`config.mk`:
```
export PLATFORM = sky130hd
export DESIGN_NAME = servo_sequencer
export DESIGN_NICKNAME = d
export VERILOG_FILES = /design/src/rtl/servo_sequencer.sv
export SDC_FILE = /design/constraint.sdc
export NUM_CORES = 1
export LEC_CHECK = 0
export ABC_AREA = 1
export CAP_MARGIN = 20
export CORE_UTILIZATION = 28
export CTS_BUF_LIST = sky130_fd_sc_hd__clkbuf_4
export DETAILED_ROUTE_END_ITERATION = 12
export PLACE_DENSITY = 0.45
export SLEW_MARGIN = 20
export SYNTH_ARGS = -nofsm -noshare
export SYNTH_HDL_FRONTEND = slang
export SYNTH_SLANG_ARGS = --single-unit
```
`constraint.sdc`:
```
create_clock -name clk -period 3.67 [get_ports clk]
set_input_delay 0.9175 -clock clk [delete_from_list [all_inputs] [get_ports clk]]
set_output_delay 0.9175 -clock clk [all_outputs]
set_load 0.02 [all_outputs]
```
`src/rtl/servo_sequencer.sv`:
```
// Four-channel servo position sequencer: per-frame sweep moves each enabled channel toward its target.
// Build option SERVO_SEQUENCER_RAMP_EN limits each frame's move to STEP codes; otherwise channels jump in one frame.
module servo_sequencer #(
    parameter int unsigned FRAME_CYCLES = 720000,
    parameter int unsigned STEP         = 4
) (
    input  logic        clk,
    input  logic        rst,
    input  logic        cmd_valid,
    output logic        cmd_ready,
    input  logic [1:0]  cmd_ch,
    input  logic [7:0]  cmd_pos,
    input  logic        cmd_off,
    output logic [3:0]  ch_enable,
    output logic [31:0] ch_data,
    output logic        frame_tick,
    output logic        settled
);

    localparam int unsigned CNT_W = (FRAME_CYCLES > 1) ? $clog2(FRAME_CYCLES) : 1;
    localparam logic [CNT_W-1:0] LAST_CNT = CNT_W'(FRAME_CYCLES - 1);

`ifdef SERVO_SEQUENCER_RAMP_EN
    localparam logic [7:0] EFF_STEP = 8'(STEP);
`else
    // A full-scale step always covers the gap, collapsing the ramp into a one-frame jump.
    localparam logic [7:0] EFF_STEP = 8'(STEP) | 8'hFF;
`endif

    typedef enum logic {
        IDLE   = 1'b0,
        UPDATE = 1'b1
    } state_t;

    state_t          state_r;
    state_t          state_s;
    logic [1:0]      slot_r;
    logic [1:0]      slot_s;
    logic [CNT_W-1:0] cnt_r;
    logic [3:0][7:0] tgt_r;
    logic [3:0][7:0] cur_r;
    logic [3:0]      en_r;
    logic            accept_s;
    logic [7:0]      sel_cur_s;
    logic [7:0]      sel_tgt_s;
    logic [7:0]      upd_pos_s;
    logic            settled_s;

    assign frame_tick = (cnt_r == LAST_CNT);
    assign cmd_ready  = ~rst & (state_r == IDLE) & ~frame_tick;
    assign accept_s   = cmd_valid & cmd_ready;
    assign ch_enable  = en_r;
    assign ch_data    = cur_r;
    assign settled    = settled_s;

    // Free-running frame counter, independent of the sequencer state.
    always_ff @(posedge clk) begin
        if (rst) begin
            cnt_r <= '0;
        end else if (frame_tick) begin
            cnt_r <= '0;
        end else begin
            cnt_r <= cnt_r + CNT_W'(1);
        end
    end

    // Next-state logic: a frame boundary starts a four-slot sweep over channels 0..3.
    always_comb begin
        state_s = state_r;
        slot_s  = slot_r;
        case (state_r)
            IDLE: begin
                if (frame_tick) begin
                    state_s = UPDATE;
                    slot_s  = 2'd0;
                end else begin
                    state_s = IDLE;
                    slot_s  = 2'd0;
                end
            end
            UPDATE: begin
                if (slot_r == 2'd3) begin
                    state_s = IDLE;
                    slot_s  = 2'd0;
                end else begin
                    state_s = UPDATE;
                    slot_s  = slot_r + 2'd1;
                end
            end
            default: begin
                state_s = IDLE;
                slot_s  = 2'd0;
            end
        endcase
    end

    // Position step for the channel in the current slot; never wraps past 0 or 255.
    always_comb begin
        sel_cur_s = cur_r[slot_r];
        sel_tgt_s = tgt_r[slot_r];
        upd_pos_s = sel_cur_s;
        if (sel_tgt_s >= sel_cur_s) begin
            if ((sel_tgt_s - sel_cur_s) <= EFF_STEP) begin
                upd_pos_s = sel_tgt_s;
            end else begin
                upd_pos_s = sel_cur_s + EFF_STEP;
            end
        end else begin
            if ((sel_cur_s - sel_tgt_s) <= EFF_STEP) begin
                upd_pos_s = sel_tgt_s;
            end else begin
                upd_pos_s = sel_cur_s - EFF_STEP;
            end
        end
    end

    // Settled when every enabled channel has reached its target.
    always_comb begin
        settled_s = 1'b1;
        for (int i = 0; i < 4; i++) begin
            if (en_r[i] && (cur_r[i] != tgt_r[i])) begin
                settled_s = 1'b0;
            end else begin
                settled_s = settled_s;
            end
        end
    end

    // Sequencer state plus channel registers; commands only land in IDLE so they never collide with a slot update.
    always_ff @(posedge clk) begin
        if (rst) begin
            state_r <= IDLE;
            slot_r  <= 2'd0;
            tgt_r   <= '0;
            cur_r   <= '0;
            en_r    <= 4'd0;
        end else begin
            state_r <= state_s;
            slot_r  <= slot_s;
            if ((state_r == UPDATE) && en_r[slot_r]) begin
                cur_r[slot_r] <= upd_pos_s;
            end
            if (accept_s) begin
                if (cmd_off) begin
                    en_r[cmd_ch] <= 1'b0;
                end else begin
                    tgt_r[cmd_ch] <= cmd_pos;
                    en_r[cmd_ch]  <= 1'b1;
                    if (!en_r[cmd_ch]) begin
                        cur_r[cmd_ch] <= cmd_pos;
                    end
                end
            end
        end
    end

endmodule

```
==> run_1/floorplan.png <==
Pins as bars on the die edge. Tap cells in gray.
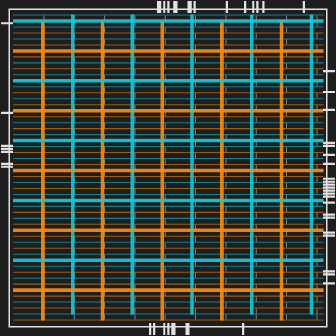
- VSS: orange
- VDD: cyan
- met1 rails: 52
- met5 straps: 10
- rows: 51
Die Ht: 144 um
maximum vdd drop: 0.000148 V

==> run_1/class_map.png <==
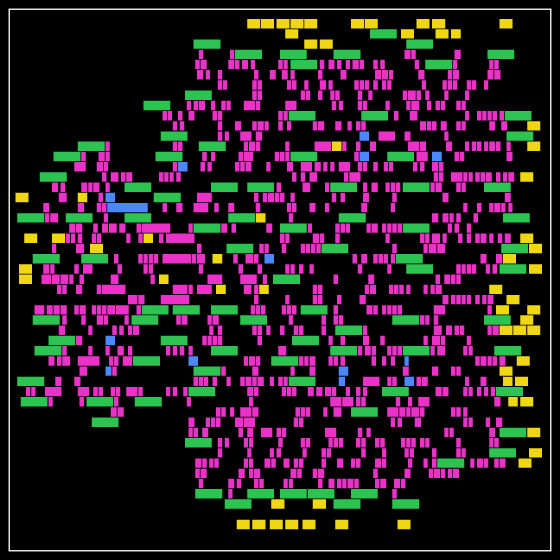
- remaining logic cells: magenta (cells 799)
- remaining buffers and delay cells: yellow (cells 63)
- registers: green (cells 91)
- clock drivers and dummy loads: blue (cells 14)
fraction of area in registers: 0.282
placement row count: 51

==> deck_impl_summary.md, run 1 <==
Physical Implementation Snapshot

Job
  • Number of OpenROAD warnings: 29

Route
  • Routed WL: 18900 um
  • Detailed-route DRC error count: 0
  • Routed wire per std cell: 15.3 um

Pwr
  • P_sw: between 0.5 and 0.6 mW
  • Total leakage power: 2.74 nW
  • Post-route total power: 1.82 mW

Placement
  • Placed Cells: 1218
  • Estimated wirelength of the detail-placed design: 13200 um
  • Dpl cell area: 6330 um2

Yosys
  • Most instantiated library cell after synthesis: sky130_fd_sc_hd__nand2_1
  • Gate count of the mapped netlist: 928
  • Largest cells by area after synthesis: sky130_fd_sc_hd__dfxtp_1, sky130_fd_sc_hd__nand2_1, sky130_fd_sc_hd__nor2_1
  • Fraction of post-synthesis cell area in the top cell type by area: 0.324
  • Unique cell types: 36

Clock network
  • Buffer type at the clock tree root: sky130_fd_sc_hd__clkbuf_4
  • Total clock sinks: a little over 90
  • Clock transition at the registers of the reported paths: 120 ps

Critical path
  • Data arrival time at the worst-slack endpoint: 2400 ps
  • Required time reported for the critical path endpoint: 2750 ps
  • Start of the worst register-to-register path: slot_r[1]$_SDFF_PP0_

Outcome
  • Run status: complete, no violations

Floorplan
  • Area of the placeable core: about 20000 um2

GRT
  • Maximum number of pins on one net before global-route repair: 68

Finish
  • Most common cell after layout, fill and taps aside: sky130_fd_sc_hd__nand2_1
  • Synthesis-to-finish area growth: 14.8%
  • Share of the core filled with cells: 0.330
  • Post-route cell area: about 6500 um2
  • Non-filler instance count after layout: 1234

Hold path
  • Hold path startpoint: cnt_r[0]$_SDFF_PP0_

STA
  • Final tally of max-slew violations: 0
  • RSZ-0062 raised after global routing: false
  • Hold slack: 460 ps
  • Aggregate negative setup slack: 0 ps
==> run_1/clock_wires.png <==
Scale bar: 50 um.
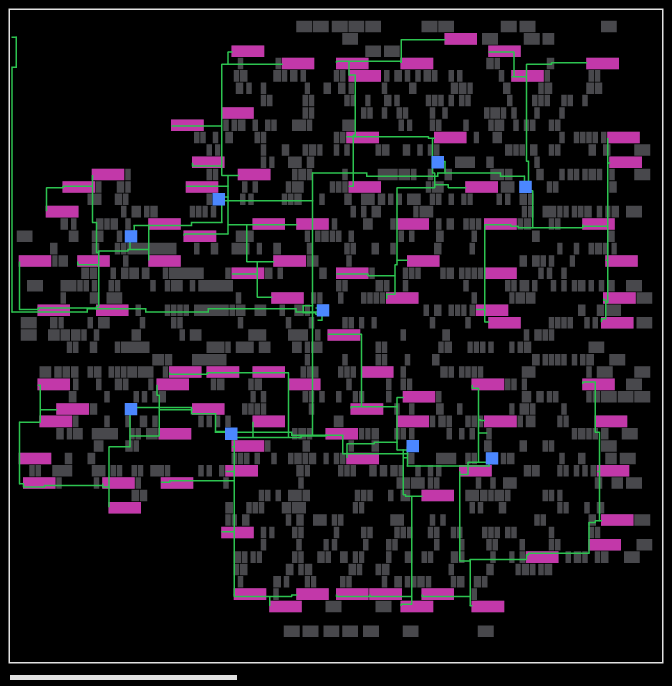
- clock wires: green (length 1480 um)
- clock-net drivers: blue (count 9)
- flip-flops: magenta (count 91)
- flops lie: spread over the die
- routed clock nets: 10
power drawn by the clock network: 0.566 mW
clock latency on the worst-skew pair: 490 ps
Worst Skew: 21.1 ps
clock power share: 0.311

==> run_1/layers.png <==
Scale bar: 50 um.
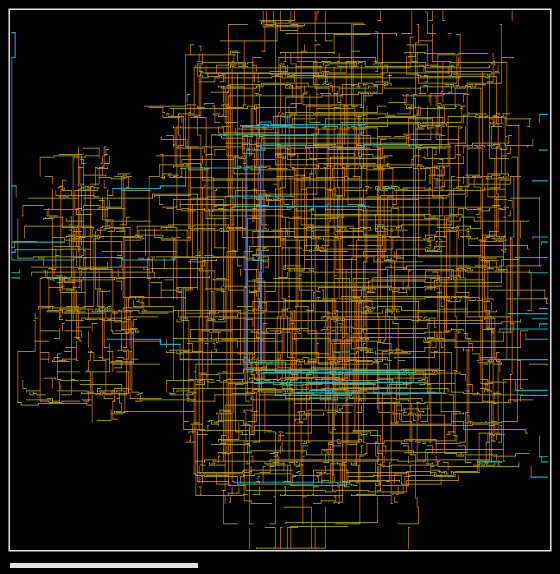
- M2: orange (wire length 8840 um)
- M4: blue (wire length 210 um)
- M3: cyan (wire length 820 um)
- M1: yellow (wire length 9000 um)
GRT Total Usage: 0.191
routed vias: 5523

-- run 1: power by group through the flow --
stage / combinational, mW / clock (mW) / sequential, mW
after floorplan: 0.129 / 0 / 1.06
after global placement: 0.226 / 0 / 1.05
after detailed placement: 0.227 / 0 / 1.05
after CTS: 0.228 / 0.595 / 1.03
after global routing: 0.250 / 0.631 / 1.03
final: 0.225 / 0.566 / 1.03
-- run 1: critical path, stage by stage (launching register included) --
cell	delay [ps]
sky130_fd_sc_hd__dfxtp_1	370
sky130_fd_sc_hd__ha_1	220
sky130_fd_sc_hd__inv_1	110
sky130_fd_sc_hd__nor3_4	250
sky130_fd_sc_hd__nand3_4	200
sky130_fd_sc_hd__inv_1	160
sky130_fd_sc_hd__clkdlybuf4s50_1	620
-- run 1: cells by family after synthesis --
family                   Yosys count  share of synthesized area
AND-OR/OR-AND                     63                     0.0583
XOR/XNOR                          21                     0.0327
adder cells (fa/ha/maj)            5                     0.0111
buffers and inverters            124                     0.0977
flip-flops                        91                      0.324
AND/OR/NAND/NOR                  624                      0.476
-- run 1: sequential cells by signal, indices dropped and copies added (netlist names), named ones only --
signal   count
tgt_r       32
cnt_r       20
state_r      1
ch_data     32
slot_r       2
-- run 1: area by class of cell --
| cell class | instances | share of cell area |
|---|---|---|
| clock buffers | 10 | 0.0116 |
| multi-input cells | 713 | 0.504 |
| diodes | 2 | 0.000775 |
| clock inverters | 4 | 0.00678 |
| inverters | 86 | 0.0500 |
| repair buffers | 63 | 0.0934 |
| well taps | 265 | 0.0514 |
| flip-flops and latches | 91 | 0.282 |
-- run 1: routing by layer --
layer | wire length (um) | part of all wire | GRT usage
met1 | 9000 | 0.48 | 0.245
met2 | 8840 | 0.47 | 0.325
met3 | 820 | 0.043 | 0.0420
met4 | 210 | 0.011 | 0.0403
met5 | 0 | 0 | 0
==> run 1 -> run 2 <==
==> constraint.sdc (replaced) <==
create_clock -name clk -period 3.67 [get_ports clk]
set_input_delay 0.734 -clock clk [delete_from_list [all_inputs] [get_ports clk]]
set_output_delay 0.734 -clock clk [all_outputs]
set_load 0.02 [all_outputs]
==> run_2/floorplan.png <==
Pins as bars on the die edge. Tap cells in gray.
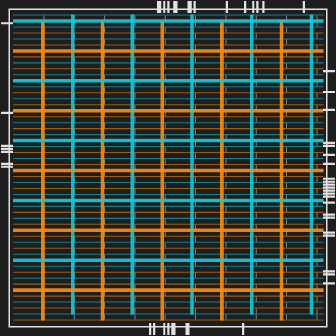
- VSS: orange
- VDD: cyan
- met4 straps: 10
- met1 rails: 52
- signal pins: 53
maximum vdd drop: 0.000149 V
horizontal extent of the die: 144 um

==> run_2/class_map.png <==
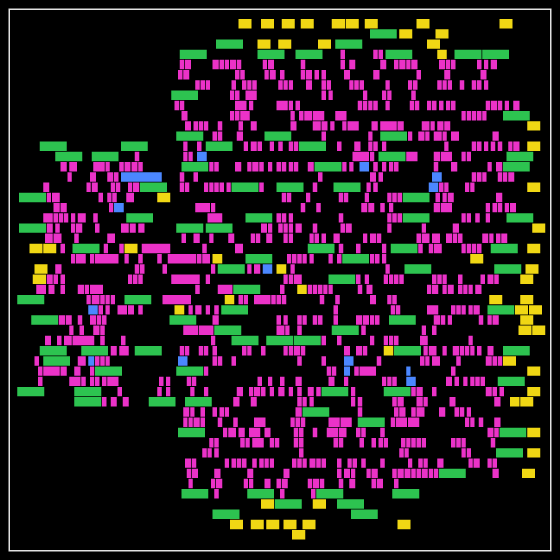
- clock drivers and dummy loads: blue (cells 14)
- remaining logic cells: magenta (cells 799)
- registers: green (cells 91)
- remaining buffers and delay cells: yellow (cells 60)
post-route cell area: 6430 um2
area of the placeable core: 19600 um2
share of the core filled with cells: 0.328
fraction of area in registers: 0.283

==> run 2 against run 1 <==
Area after synthesis stayed put; final cell count is 0.32% lower; global-route usage is 0.25 points higher; critical endpoint unchanged; largest cell class unchanged.
==> deck_impl_summary.md, run 2 <==
Physical Implementation Snapshot

Critical path
  • Cell family with most CP delay: buffers and inverters
  • Cell with the most instances on the worst path: sky130_fd_sc_hd__inv_1
  • Critical path type: reg2out
  • Required time reported for the critical path endpoint: ~2900 ps
  • Worst path depth: 6
  • Total buffers and inverters traversed by the critical path: 3
  • Start of the worst register-to-register path: slot_r[0]$_SDFF_PP0_
  • Delay of the slowest cell on the worst path: approximately 620 ps
  • Critical Path Slowest Stage Cell: sky130_fd_sc_hd__clkdlybuf4s50_1

Pwr
  • Power drawn by the clock network: ~0.57 mW
  • Top power group: registers
  • Logic power comb: between 0.2 and 0.25 mW
  • Total leakage power: around 2.7 nW
  • Clock power share: 0.311
  • Power consumed by sequential cells: 1.03 mW

Route
  • Routed wire per std cell: 15.5 um
  • Met3 wire len: 771 um
  • Detailed-route DRC error count: 0
  • Total routed wire length on the met1 layer: 9300 um
  • Total met2 wirelength after detailed routing: 8740 um
  • Routed vias: ~5500
  • Routed WL: 19100 um
  • Top routing layer in use: met4

Placement
  • Dpl cell area: approximately 6300 um2
  • Estimated wirelength of the detail-placed design: 13400 um

Clock network
  • Clock transition at the registers of the reported paths: 120 ps
  • Buffer type at the clock tree root: sky130_fd_sc_hd__clkbuf_4
  • Total clock sinks: approximately 91
  • Clock latency on the worst-skew pair: 490 ps

Yosys
  • Unique cell types: 36
  • Commonest cells in the netlist: sky130_fd_sc_hd__nand2_1, sky130_fd_sc_hd__nor2_1, sky130_fd_sc_hd__dfxtp_1, sky130_fd_sc_hd__inv_1, sky130_fd_sc_hd__nand3_1
  • Most instantiated library cell after synthesis: sky130_fd_sc_hd__nand2_1
  • Gate count of the mapped netlist: 928

Hold path
  • Hold path startpoint: cnt_r[0]$_SDFF_PP0_

Floorplan
  • Floorplan die area: 20700 um2
  • Placement row count: between 50 and 60

STA
  • Aggregate negative setup slack: 0 ps
  • RSZ-0062 raised after global routing: false
  • Final tally of max-slew violations: 0

GRT
  • Global Route met1 Usage: 0.259
  • Peak-usage layer in the global routing report: met2
  • Maximum number of pins on one net before global-route repair: 49
  • Met3 layer usage reported by global route: 0.0383

Finish
  • Most common cell after layout, fill and taps aside: sky130_fd_sc_hd__nand2_1

Outcome
  • Run status: complete, no violations
==> run_2/clock_wires.png <==
Scale bar: 50 um.
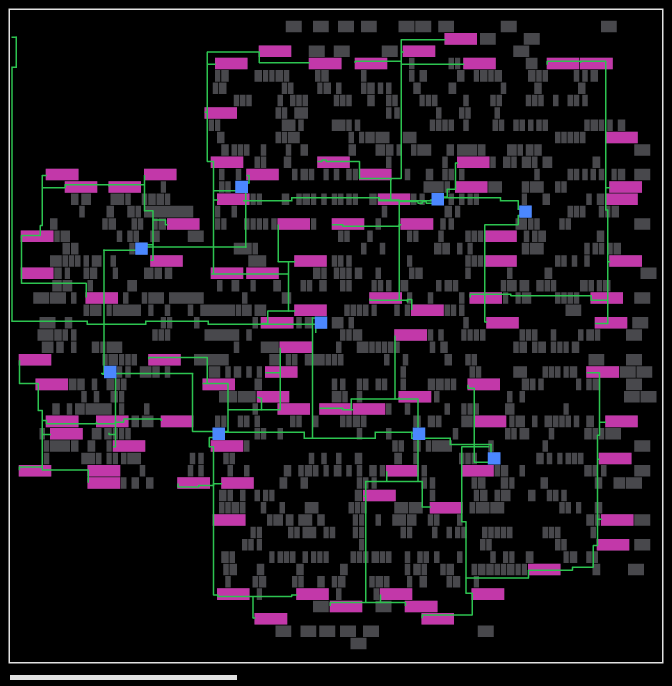
- flip-flops: magenta (count 91)
- clock wires: green (length 1480 um)
- clock-net drivers: blue (count 9)
- routed clock nets: 10
- flops lie: spread over the die
Worst Skew: 29.5 ps

==> run 2: cell count changes in the layout (fill, tap and decap cells not counted) <==
cell / change
sky130_fd_sc_hd__buf_4: -3
sky130_fd_sc_hd__diode_2: -1
==> run 2: metrics by stage <==
stage               total power, mW  std cells  utilization  hold slack [ps]
floorplan                      1.18        928            -              418
global placement               1.28       1215        0.322              439
detailed placement             1.28       1215        0.322              448
CTS                            1.85       1229        0.328              467
global route                   1.91       1230        0.328              492
finish                         1.82       1230        0.328              458
==> run 2: kinds of logic after synthesis <==
logic type / after synthesis / synth area share
AND/OR/NAND/NOR: 624 / 0.476
adder cells (fa/ha/maj): 5 / 0.0111
AND-OR/OR-AND: 63 / 0.0583
flip-flops: 91 / 0.324
buffers and inverters: 124 / 0.0977
XOR/XNOR: 21 / 0.0327
==> run 2: worst reg2reg max path: stages, from the launching register on <==
cell and delay, ps:
sky130_fd_sc_hd__dfxtp_1 530, sky130_fd_sc_hd__buf_4 290, sky130_fd_sc_hd__ha_1 420, sky130_fd_sc_hd__clkinv_1 380
sky130_fd_sc_hd__nand2_1 140, sky130_fd_sc_hd__nand2_1 60, sky130_fd_sc_hd__nand2_1 60, sky130_fd_sc_hd__nand2_1 50
sky130_fd_sc_hd__inv_1 40, sky130_fd_sc_hd__o21ai_0 70, sky130_fd_sc_hd__nand2_1 80, sky130_fd_sc_hd__nor2_1 30
==> run 2: final cells by class <==
cell class,count,area [um2]
Antenna cell,1,2.50
Clock buffer,10,75.1
Clock inverter,4,43.8
Fill cell,2235,13200
Inverter,86,323
Multi-Input combinational cell,713,3250
Sequential cell,91,1820
Tap cell,265,332
Timing Repair Buffer,60,581
==> run 2 -> run 3 <==
--- a/config.mk
+++ b/config.mk
@@ -7,10 +7,10 @@
 export LEC_CHECK = 0
 export ABC_AREA = 1
 export CAP_MARGIN = 20
-export CORE_UTILIZATION = 28
+export CORE_UTILIZATION = 60
 export CTS_BUF_LIST = sky130_fd_sc_hd__clkbuf_4
 export DETAILED_ROUTE_END_ITERATION = 12
-export PLACE_DENSITY = 0.45
+export PLACE_DENSITY = 0.83
 export SLEW_MARGIN = 20
 export SYNTH_ARGS = -nofsm -noshare
 export SYNTH_HDL_FRONTEND = slang
==> run_3/congestion_map.png <==
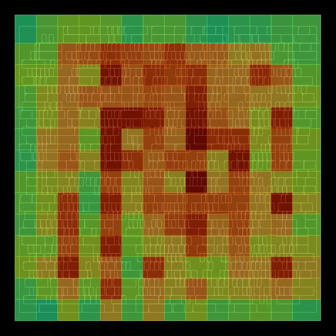
met3 layer usage reported by global route: 0.0660
peak-usage layer in the global routing report: met2
GRT Total Usage: 0.339

==> run_3/class_map.png <==
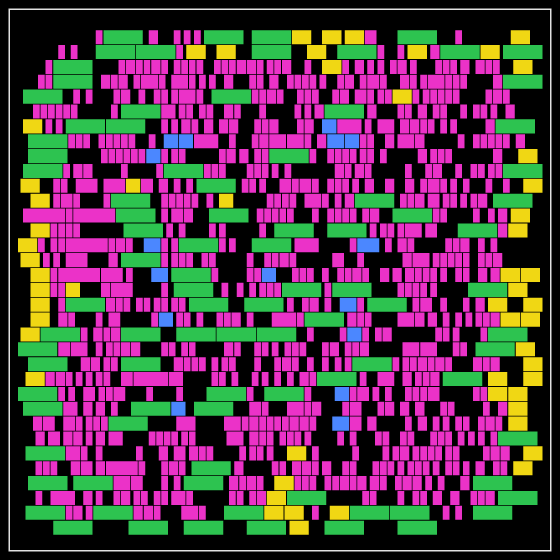
- registers: green (cells 91)
- clock drivers and dummy loads: blue (cells 16)
- remaining logic cells: magenta (cells 799)
- remaining buffers and delay cells: yellow (cells 55)
fraction of area in registers: 0.294
placement row count: 34
share of the core filled with cells: 0.698
area of the placeable core: 8890 um2

==> run 3 against run 2 <==
Via count is 5.2% higher; synthesized cell count stayed put; clock skew is 8.9 ps lower; count of clock-buffer cells in the layout is 1 lower; clock power is 2% lower; non-clock buffer count is 5 lower; register-to-register slack worse by 280 ps; combinational power is 2% lower; hold slack worse by 1.3 ps; design area is 3.5% lower; first-iteration DRC count is 24% higher; largest cell class unchanged; highest routed layer unchanged.
==> deck_impl_summary.md, run 3 <==
Physical Implementation Snapshot

Outcome
  • Run status: complete, no violations

Finish
  • Synthesis-to-finish area growth: 10.3%
  • Non-filler instance count after layout: roughly 1100
  • Most common cell after layout, fill and taps aside: sky130_fd_sc_hd__nand2_1
  • Sequential standard cell area: 1820 um2
  • Area used by multi-input combinational logic: 3250 um2
  • FILL cells: approximately 830
  • Number of inserted diodes: 0

Placement
  • Placed Cells: 1053
  • Estimated wirelength of the detail-placed design: roughly 11000 um

Route
  • Routed wire per std cell: 14.8 um
  • Detailed-route DRC error count: 0
  • Routed WL: 15900 um

STA
  • RSZ-0062 raised after global routing: false
  • Final tally of max-slew violations: 0
  • Hold slack: 457 ps
  • Worst Skew: 20.6 ps

Yosys
  • Unique cell types: 36
  • Largest cells by area after synthesis: sky130_fd_sc_hd__dfxtp_1, sky130_fd_sc_hd__nand2_1, sky130_fd_sc_hd__nor2_1
  • Gate count of the mapped netlist: 928
  • Post-synthesis share of cell area spent on and, or, nand and nor gates: 0.476
  • Post-synthesis share of cell area spent on and-or and or-and gates: 0.0583
  • Most instantiated library cell after synthesis: sky130_fd_sc_hd__nand2_1
  • Commonest cells in the netlist: sky130_fd_sc_hd__nand2_1, sky130_fd_sc_hd__nor2_1, sky130_fd_sc_hd__dfxtp_1, sky130_fd_sc_hd__inv_1, sky130_fd_sc_hd__nand3_1
  • Adder-cell share of the synthesized area: 0.0111
  • Fraction of post-synthesis cell area in the top cell type by area: 0.324
  • Largest family of logic cells by area: simple AND/OR/NAND/NOR gates
  • Xor and xnor fraction of the mapped netlist area: 0.0327
  • Mux share of post-synthesis cell area: 0

Critical path
  • Cell family with most CP delay: buffers and inverters
  • Cell with the most instances on the worst path: sky130_fd_sc_hd__inv_1
  • Data arrival time at the worst-slack endpoint: between 2000 and 2500 ps
  • Required time reported for the critical path endpoint: between 2000 and 3000 ps
  • Sequence of cells on the critical path: ha_1, inv_1, nor3_4, nand3_4, inv_1, clkdlybuf4s50_1
  • Total buffers and inverters traversed by the critical path: 3
  • Delay of the slowest cell on the worst path: 600 ps

Job
  • Number of OpenROAD warnings: 29

Floorplan
  • Floorplan die area: 9760 um2

Clock network
  • Buffer type at the clock tree root: sky130_fd_sc_hd__clkbuf_4
  • Clock latency on the worst-skew pair: 470 ps
  • Clock transition at the registers of the reported paths: 170 ps

Pwr
  • Post-route total power: 1.80 mW
==> run_3/floorplan.png <==
Pins as bars on the die edge. Tap cells in gray.
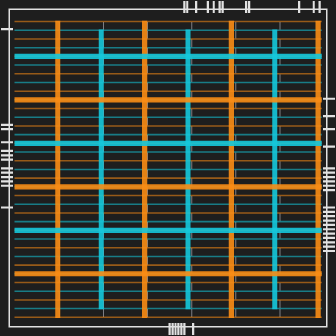
- VDD: cyan
- VSS: orange
- met4 straps: 7
- met1 rails: 35
- rows: 34
- met5 straps: 6
- tap cells: 108
maximum vdd drop: 0.000193 V
Die Ht: 98.8 um
horizontal extent of the die: 98.8 um

run 3: kinds of logic (layout without fill, tap and decap cells):
| logic type | Yosys count | in the layout |
|---|---|---|
| xor+xnor | 21 | 21 |
| fa+ha+maj | 5 | 5 |
| simple gates | 624 | 624 |
| flops | 91 | 91 |
| buf+inv | 124 | 157 |
| compound gates | 63 | 63 |
run 3: power by group:
part           internal, mW  switching (mW)  leakage, nW
logic                0.0775           0.140         1.90
clock network         0.157           0.397       0.0703
registers              1.01          0.0234        0.736
total                  1.24           0.561         2.70
run 3: final cells by class:
cell class / instances / area share
well taps: 108 / 0.0218
clock inverters: 7 / 0.0101
clock buffers: 9 / 0.0109
flip-flops and latches: 91 / 0.294
repair buffers: 55 / 0.0875
inverters: 86 / 0.0520
multi-input cells: 713 / 0.524
run 3: final timing paths:
| check | cells after the start | slack (ps) | start | end |
|---|---|---|---|---|
| worst min register to register | 1 | 460 | cnt_r[0]$_SDFF_PP0_ | cnt_r[0]$_SDFF_PP0_ |
| worst max register to register | 11 | 1140 | slot_r[1]$_SDFF_PP0_ | ch_data[31]$_SDFF_PP0_ |
| worst min-delay path | 1 | 460 | cnt_r[0]$_SDFF_PP0_ | cnt_r[0]$_SDFF_PP0_ |
| worst max-delay path | 6 | 560 | cnt_r[0]$_SDFF_PP0_ | frame_tick |
run 3: layer usage:
metal | global-route usage | part of all wire
met1 | 0.469 | 0.44
met2 | 0.507 | 0.43
met3 | 0.0660 | 0.095
met4 | 0.161 | 0.040
met5 | 0 | 0
run 3: per-stage QoR:
step	util	area (um2)
after floorplan	-	5620
after global placement	0.683	6080
after detailed placement	0.683	6080
after CTS	0.698	6210
after global routing	0.698	6210
final	0.698	6210
Power is estimated from default activity; no workload was simulated.
